power_grid.png
Scale: 3 px per um. Pins as bars on the die edge.
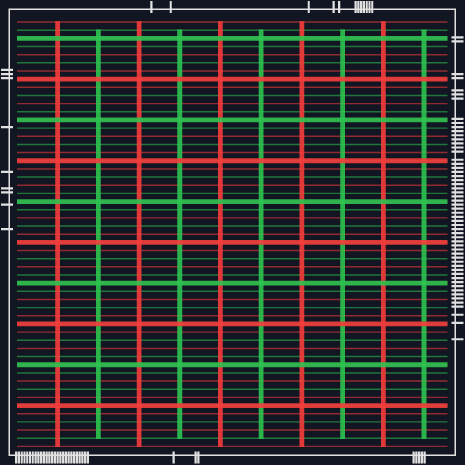
cell_density.png
Scale: 2 px per um. 15 x 15 tiles, from white (low) to dark blue (high), 0 to 100% covered.
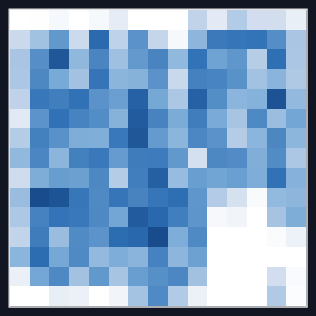
clk_routes.png
Scale: 4 px per um.
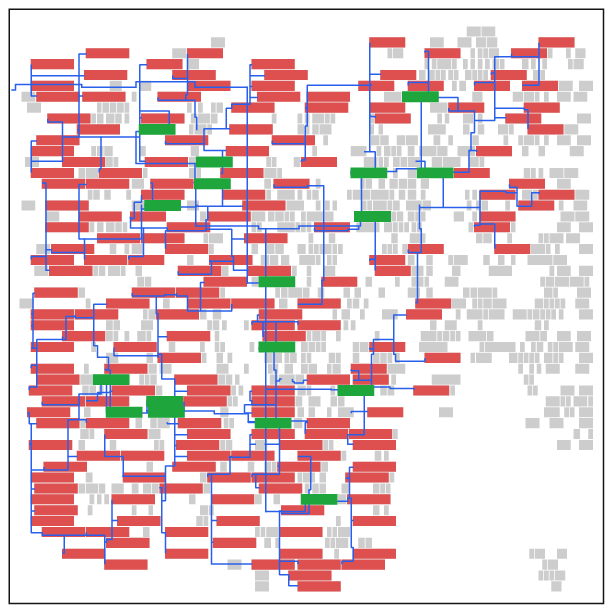
layer_met4.png
Scale: 2 px per um.
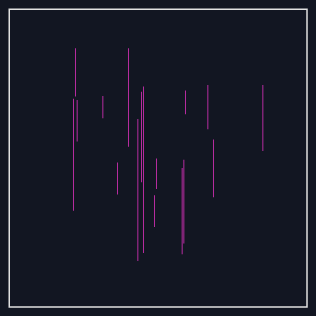
--- src/rtl/if_axis_fifo.sv ---
// Stream-to-CPU FIFO: buffers {flag, payload} beats and exposes DATA/STATUS/CTRL registers.
// Optional level interrupt is built in when IF_AXIS_FIFO_IRQ_EN is defined.
module if_axis_fifo #(
   parameter int unsigned DATA_W     = 8,
   parameter int unsigned DEPTH_LOG2 = 4,
   parameter logic [31:0] BASE_ADDR  = 32'hE4000000
) (
   input  logic              clk_i,
   input  logic              rst_i,
   input  logic [31:0]       addr_i,
   input  logic [31:0]       data_i,
   input  logic              data_w_i,
   output logic [31:0]       data_o,
   output logic              data_access_o,
   input  logic              s_axis_tvalid_i,
   output logic              s_axis_tready_o,
   input  logic [DATA_W-1:0] s_axis_tdata_i,
   input  logic              s_axis_tflag_i,
   output logic              irq_o
);
   localparam int unsigned DEPTH = 1 << DEPTH_LOG2;
   localparam logic [DEPTH_LOG2:0] FULL_CNT = (DEPTH_LOG2+1)'(DEPTH);
   localparam logic [3:0] REG_DATA   = 4'd0;
   localparam logic [3:0] REG_STATUS = 4'd1;
   localparam logic [3:0] REG_CTRL   = 4'd2;

   logic [DATA_W:0]       r_mem [DEPTH];
   logic [DEPTH_LOG2-1:0] r_wr_ptr;
   logic [DEPTH_LOG2-1:0] r_rd_ptr;
   logic [DEPTH_LOG2:0]   r_count;
   logic                  r_tready;
   logic                  r_rd_prev;
   logic [31:0]           r_data;
   logic [7:0]            r_thresh;

   logic [DEPTH_LOG2:0]   w_count_next;
   logic [DATA_W:0]       w_head;
   logic [31:0]           w_rd_word;
   logic [3:0]            w_reg_sel;
   logic                  w_in_window;
   logic                  w_rd_cycle;
   logic                  w_data_rd;
   logic                  w_pop_edge;
   logic                  w_empty;
   logic                  w_full;
   logic                  w_level;
   logic                  w_ctrl_wr;
   logic                  w_flush;
   logic                  w_push;
   logic                  w_pop;
   logic                  w_rd_load;
   logic                  w_irq_en;
   logic                  w_unused_bits;

   assign w_in_window   = (addr_i[31:8] == BASE_ADDR[31:8]);
   assign w_reg_sel     = addr_i[7:4];
   assign w_rd_cycle    = w_in_window && !data_w_i;
   assign w_data_rd     = w_rd_cycle && (w_reg_sel == REG_DATA);
   // A DATA access held over several cycles pops only on its first cycle.
   assign w_pop_edge    = w_data_rd && !r_rd_prev;
   assign w_empty       = (r_count == '0);
   assign w_full        = (r_count == FULL_CNT);
   assign w_level       = (r_thresh != 8'd0) && (9'(r_count) >= {1'b0, r_thresh});
   assign w_ctrl_wr     = w_in_window && data_w_i && (w_reg_sel == REG_CTRL);
   assign w_flush       = w_ctrl_wr && data_i[0];
   assign w_push        = s_axis_tvalid_i && r_tready && !w_flush;
   assign w_pop         = w_pop_edge && !w_empty && !w_flush;
   assign w_rd_load     = w_rd_cycle && ((w_reg_sel != REG_DATA) || w_pop_edge);
   assign w_head        = r_mem[r_rd_ptr];
   assign w_unused_bits = ^{addr_i[3:0], data_i[31:16], data_i[7:1]};

   assign data_o          = r_data;
   assign data_access_o   = w_in_window;
   assign s_axis_tready_o = r_tready;

   always_comb begin
      w_count_next = r_count;
      if (w_flush) begin
         w_count_next = '0;
      end else if (w_push && !w_pop) begin
         w_count_next = r_count + (DEPTH_LOG2+1)'(1);
      end else if (!w_push && w_pop) begin
         w_count_next = r_count - (DEPTH_LOG2+1)'(1);
      end
   end

   always_comb begin
      w_rd_word = '0;
      case (w_reg_sel)
         REG_DATA: begin
            if (!w_empty) begin
               w_rd_word[31]         = 1'b1;
               w_rd_word[30]         = w_head[DATA_W];
               w_rd_word[DATA_W-1:0] = w_head[DATA_W-1:0];
            end
         end
         REG_STATUS: begin
            w_rd_word[8:0] = 9'(r_count);
            w_rd_word[16]  = w_empty;
            w_rd_word[17]  = w_full;
            w_rd_word[18]  = w_level;
         end
         REG_CTRL: begin
            w_rd_word[1]    = w_irq_en;
            w_rd_word[15:8] = r_thresh;
         end
         default: w_rd_word = '0;
      endcase
   end

   // Storage carries no reset: stale entries are unreachable once pointers clear.
   always_ff @(posedge clk_i) begin
      if (w_push) begin
         r_mem[r_wr_ptr] <= {s_axis_tflag_i, s_axis_tdata_i};
      end
   end

   always_ff @(posedge clk_i or negedge rst_i) begin
      if (!rst_i) begin
         r_wr_ptr  <= '0;
         r_rd_ptr  <= '0;
         r_count   <= '0;
         r_tready  <= 1'b0;
         r_rd_prev <= 1'b0;
         r_data    <= '0;
         r_thresh  <= '0;
      end else begin
         r_count   <= w_count_next;
         r_tready  <= (w_count_next != FULL_CNT);
         r_rd_prev <= w_data_rd;
         if (w_flush) begin
            r_wr_ptr <= '0;
            r_rd_ptr <= '0;
         end else begin
            if (w_push) r_wr_ptr <= r_wr_ptr + DEPTH_LOG2'(1);
            if (w_pop)  r_rd_ptr <= r_rd_ptr + DEPTH_LOG2'(1);
         end
         if (w_rd_load) r_data <= w_rd_word;
         if (w_ctrl_wr) r_thresh <= data_i[15:8];
      end
   end

`ifdef IF_AXIS_FIFO_IRQ_EN
   logic r_irq_en;
   logic r_irq;

   always_ff @(posedge clk_i or negedge rst_i) begin
      if (!rst_i) begin
         r_irq_en <= 1'b0;
         r_irq    <= 1'b0;
      end else begin
         r_irq <= r_irq_en && w_level;
         if (w_ctrl_wr) r_irq_en <= data_i[1];
      end
   end

   assign w_irq_en = r_irq_en;
   assign irq_o    = r_irq;
`else
   assign w_irq_en = 1'b0;
   assign irq_o    = 1'b0;
`endif

endmodule
--- config.mk ---
export PLATFORM = sky130hd
export DESIGN_NAME = if_axis_fifo
export DESIGN_NICKNAME = d
export VERILOG_FILES = /design/src/rtl/if_axis_fifo.sv
export SDC_FILE = /design/constraint.sdc
export NUM_CORES = 1
export LEC_CHECK = 0
export ABC_AREA = 1
export CAP_MARGIN = 10
export CORE_MARGIN = 2
export CORE_UTILIZATION = 40
export DETAILED_ROUTE_END_ITERATION = 10
export GPL_ROUTABILITY_DRIVEN = 0
export GPL_TIMING_DRIVEN = 0
export PLACE_DENSITY_LB_ADDON = 0.15
export SYNTH_ARGS = -nofsm -noshare
export SYNTH_HDL_FRONTEND = slang
export SYNTH_SLANG_ARGS = --single-unit
export TNS_END_PERCENT = 20
--- constraint.sdc ---
create_clock -name clk_i -period 2.9 [get_ports clk_i]
set_clock_uncertainty 0.15 [all_clocks]
set_input_delay 0.58 -clock clk_i [delete_from_list [all_inputs] [get_ports clk_i]]
set_output_delay 0.58 -clock clk_i [all_outputs]
set_load 0.05 [all_outputs]
==> reports/qor.txt <==
Outcome - finished clean
N_diodes - 0
Synth top cells by count - edfxtp_1 (144), nand2_1 (120), nor2_1 (97), o21ai_0 (79), inv_1 (45)
Clock sinks - 188
Critical-path cell list - clkdlybuf4s50_1, inv_2, nand3_4, nor2_4, nand4_4, buf_6, nand2_1, inv_1, nand2_1, nor2_2
Cell family with most CP delay - simple AND/OR/NAND/NOR gates
Fill cells - 1813
CP required - 2820 ps
IO Port Bufs - 72
DRC - 0
Async SR Flop Fraction - 23.4%
Drt first pass iters - 7
Crit-path max FO - 10
Placed insts - 1106
Clock-pin slew on the worst setup and hold paths - 80 ps
Maxcap violations - 0
Leak pwr - 0.00370 uW
Hold Path Class - flop to flop
RSZ-0062 raised after global routing - yes
Number of enable flip-flop cells - 144
Final Total Pwr - 6300 uW
Post-synthesis instance area - 8310 um^2
First-pass GRT wire length - 34700 um
Largest net degree at the start of global routing - 39
WL final - 22600 um
CTS tree - built
Top cells by area - edfxtp_1 (52%), dfrtp_1 (13%), nand2_1 (5.4%)
Total Neg Setup Slack - 0 ps
Cycle use final - 97.8%
Area Overhead vs Synth - 20.9%
Post-route insts no fill - 1139
Worst Setup End Kind - flop
Vias per inst - 5.35
Antenna-violating nets left - 0
Yosys stat cell total - 752
Final tally of hold violations - 0
H-tree levels - 4
FMAX - 0.353 GHz
# IOs - 112
Commonest flop - edfxtp_1
Initial antenna violation count - 0
Headroom to the max-slew limit - 52.8%
Final critical-path required period - 2830 ps
CP arrival - 2750 ps
Avg Inst Size Synth - 11.1 um^2
Cell taking the most area after synthesis - edfxtp_1
Vias - 6097
Nets - 945
Share of layout cells above drive strength 1 - 11.7%
Distinct lib cells used - 46
Most used cell, CP - nand2_1
Number of CTS-inserted buffers - 17
Area leader share - 52.0%
Total grt overflow - 0
Post-CTS setup buffer count - 0
Syn Inst Count - 752
Gr usage total - 21.0%
Half-perimeter wire length after placement - 15600 um
DIE AREA - 22000 um^2
Register share after synthesis - 65.3%
Clk root buf - clkbuf_16
Power per cell area - 627 nW/um^2
FP Rows - 52
Yosys stat chip area - 8310 um^2
Wire per inst - 19.8 um
Number of synthesized register bits - 188
Slowest CP cell - nor2_2
Final slew viol count - 0
Most common cell in the synthesized netlist - edfxtp_1
Iteration-0 DRC Markers - 490
Crit Path Category - input pin to flop
Crit path largest cell delay - 560 ps
Worst Tran Pin Value - 708 ps
Worst path bufs/invs - 4
Skew-Pair Late Insertion Delay - 430 ps
Tool warning count - 59
Yosys warns - 0
Startpoint types - input pin
Number of global-route vias before repair - 6203
# setup viols final - 0
Worst-case clock buffer depth - 2
## Picture notes: power_grid.png
[red] VSS
[green] VDD
signal pins: 112
met5 straps: 10
met4 straps: 10
die width: 148 um
core area: 20300 um^2
Die Ht: 148 um
worst vdd ir: 466 uV

## Picture notes: cell_density.png
emptiest ninth of the die: bottom right
nearly empty tiles: 11%
densest ninth of the die: middle
fullest tile: 89%
tiles over 75% full: 7.1%
mean over tiles: 44%
Core Util, Final: 49.5%
Floorplan Utilization: 41.0%

## Picture notes: clk_routes.png
[green] clock drivers | count: 17
[blue] clock wires | length: 2060 um
[red] flip-flops | count: 188
routed clock nets: 18
flops lie: widely spread

## Picture notes: layer_met4.png
wire length on this layer: 583 um
share of all routed wire: 2.6%
main direction: vertical
longest straight run: 83.0 um

==> metrics by stage <==
| step | worst slack, ps | hold WS (ps) | cell area (um^2) | util, % |
|---|---|---|---|---|
| floorplan | 605 | 134 | 8360 | - |
| global placement | -656 | 318 | 9410 | 46.4 |
| detailed placement | -711 | 296 | 9430 | 46.4 |
| CTS | -90.3 | 343 | 10000 | 49.5 |
| global route | -39.4 | 362 | 10100 | 49.5 |
| finish | 65.2 | 344 | 10100 | 49.5 |
==> state kept, by name (all words and copies together) (netlist names) <==
name,count
r_thresh,8
r_mem,144
r_rd_prev,1
r_wr_ptr,4
r_rd_ptr,4
data_o,21
r_count,5
s_axis_tready_o,1
==> per-layer routing <==
layer  GRT usage (%)  routed length [um]
met1            27.0                9400
met2            35.2               11000
met3            4.02                1630
met4            8.57                 583
met5               0                   0
==> report_power, final <==
part / internal [uW] / switching, uW / leakage, uW
sequential: 3140 / 115 / 0.00184
clock: 1150 / 1110 / 0.000284
combinational: 255 / 542 / 0.00158
total: 4540 / 1760 / 0.00370
==> placed cells by master (no fill, tap or decap), types with 5 or more instances in the layout <==
cell,instances
clkdlybuf4s50_1,70
o21ai_0,79
nor2_2,19
nand2_1,120
edfxtp_1,144
clkbuf_16,17
conb_1,12
inv_6,5
o22ai_1,14
buf_2,11
a21oi_1,26
o31ai_1,7
inv_2,7
nor3_1,5
inv_1,45
nand4_1,13
nor2_1,81
dfrtp_1,44
ha_1,12
clkbuf_1,21
buf_4,12
o221ai_1,9
o32ai_1,6
nand3_1,25
==> tightest hold or removal path, cell delays in order, from the launching register on <==
cell and delay, ps:
dfrtp_1 350, nand2_1 50, o31ai_1 50
==> cell type report <==
| type | count | area, um^2 | area share [%] |
|---|---|---|---|
| buffer | 45 | 241 | 2.40 |
| clock buffer | 17 | 425 | 4.23 |
| clock inverter | 15 | 145 | 1.44 |
| inverter | 56 | 210 | 2.09 |
| multi-input combinational | 474 | 2520 | 25.1 |
| sequential | 188 | 5430 | 54.0 |
| tap | 270 | 338 | 3.36 |
| timing repair buffer | 74 | 747 | 7.43 |
==> path summary, 6_finish.rpt <==
path	startpoint	to	slack, ps	cells past startpoint
setup / recovery	addr_i[4]	r_mem[4][5]$_DFFE_PP_	70	10
setup reg to reg	r_count[0]$_DFF_PN0_	s_axis_tready_o$_DFF_PN0_	420	14
hold reg to reg	data_o[11]$_DFFE_PN0P_	data_o[11]$_DFFE_PN0P_	340	2
hold / removal	data_o[11]$_DFFE_PN0P_	data_o[11]$_DFFE_PN0P_	340	2
min in group asynchronous	rst_i	r_rd_ptr[2]$_DFFE_PN0P_	380	2
max in group asynchronous	rst_i	r_count[4]$_DFF_PN0_	1740	3
==> timing repair <==
item,4_1_cts,5_1_grt
hold buffers,1,0
resized,17,3
endpoints found under the setup margin,142,69
hold endpoints to repair,6,0
gates cloned,0,0
pin swaps,0,0
==> cells by family after synthesis <==
logic type	after synthesis	share of synthesized area, %
simple gates	282	15.3
flops	188	65.3
compound gates	165	11.8
buf+inv	101	5.43
fa+ha+maj	12	1.81
xor+xnor	3	0.316
other cells	1	0.0451
Power and IR drop assume default switching activity.
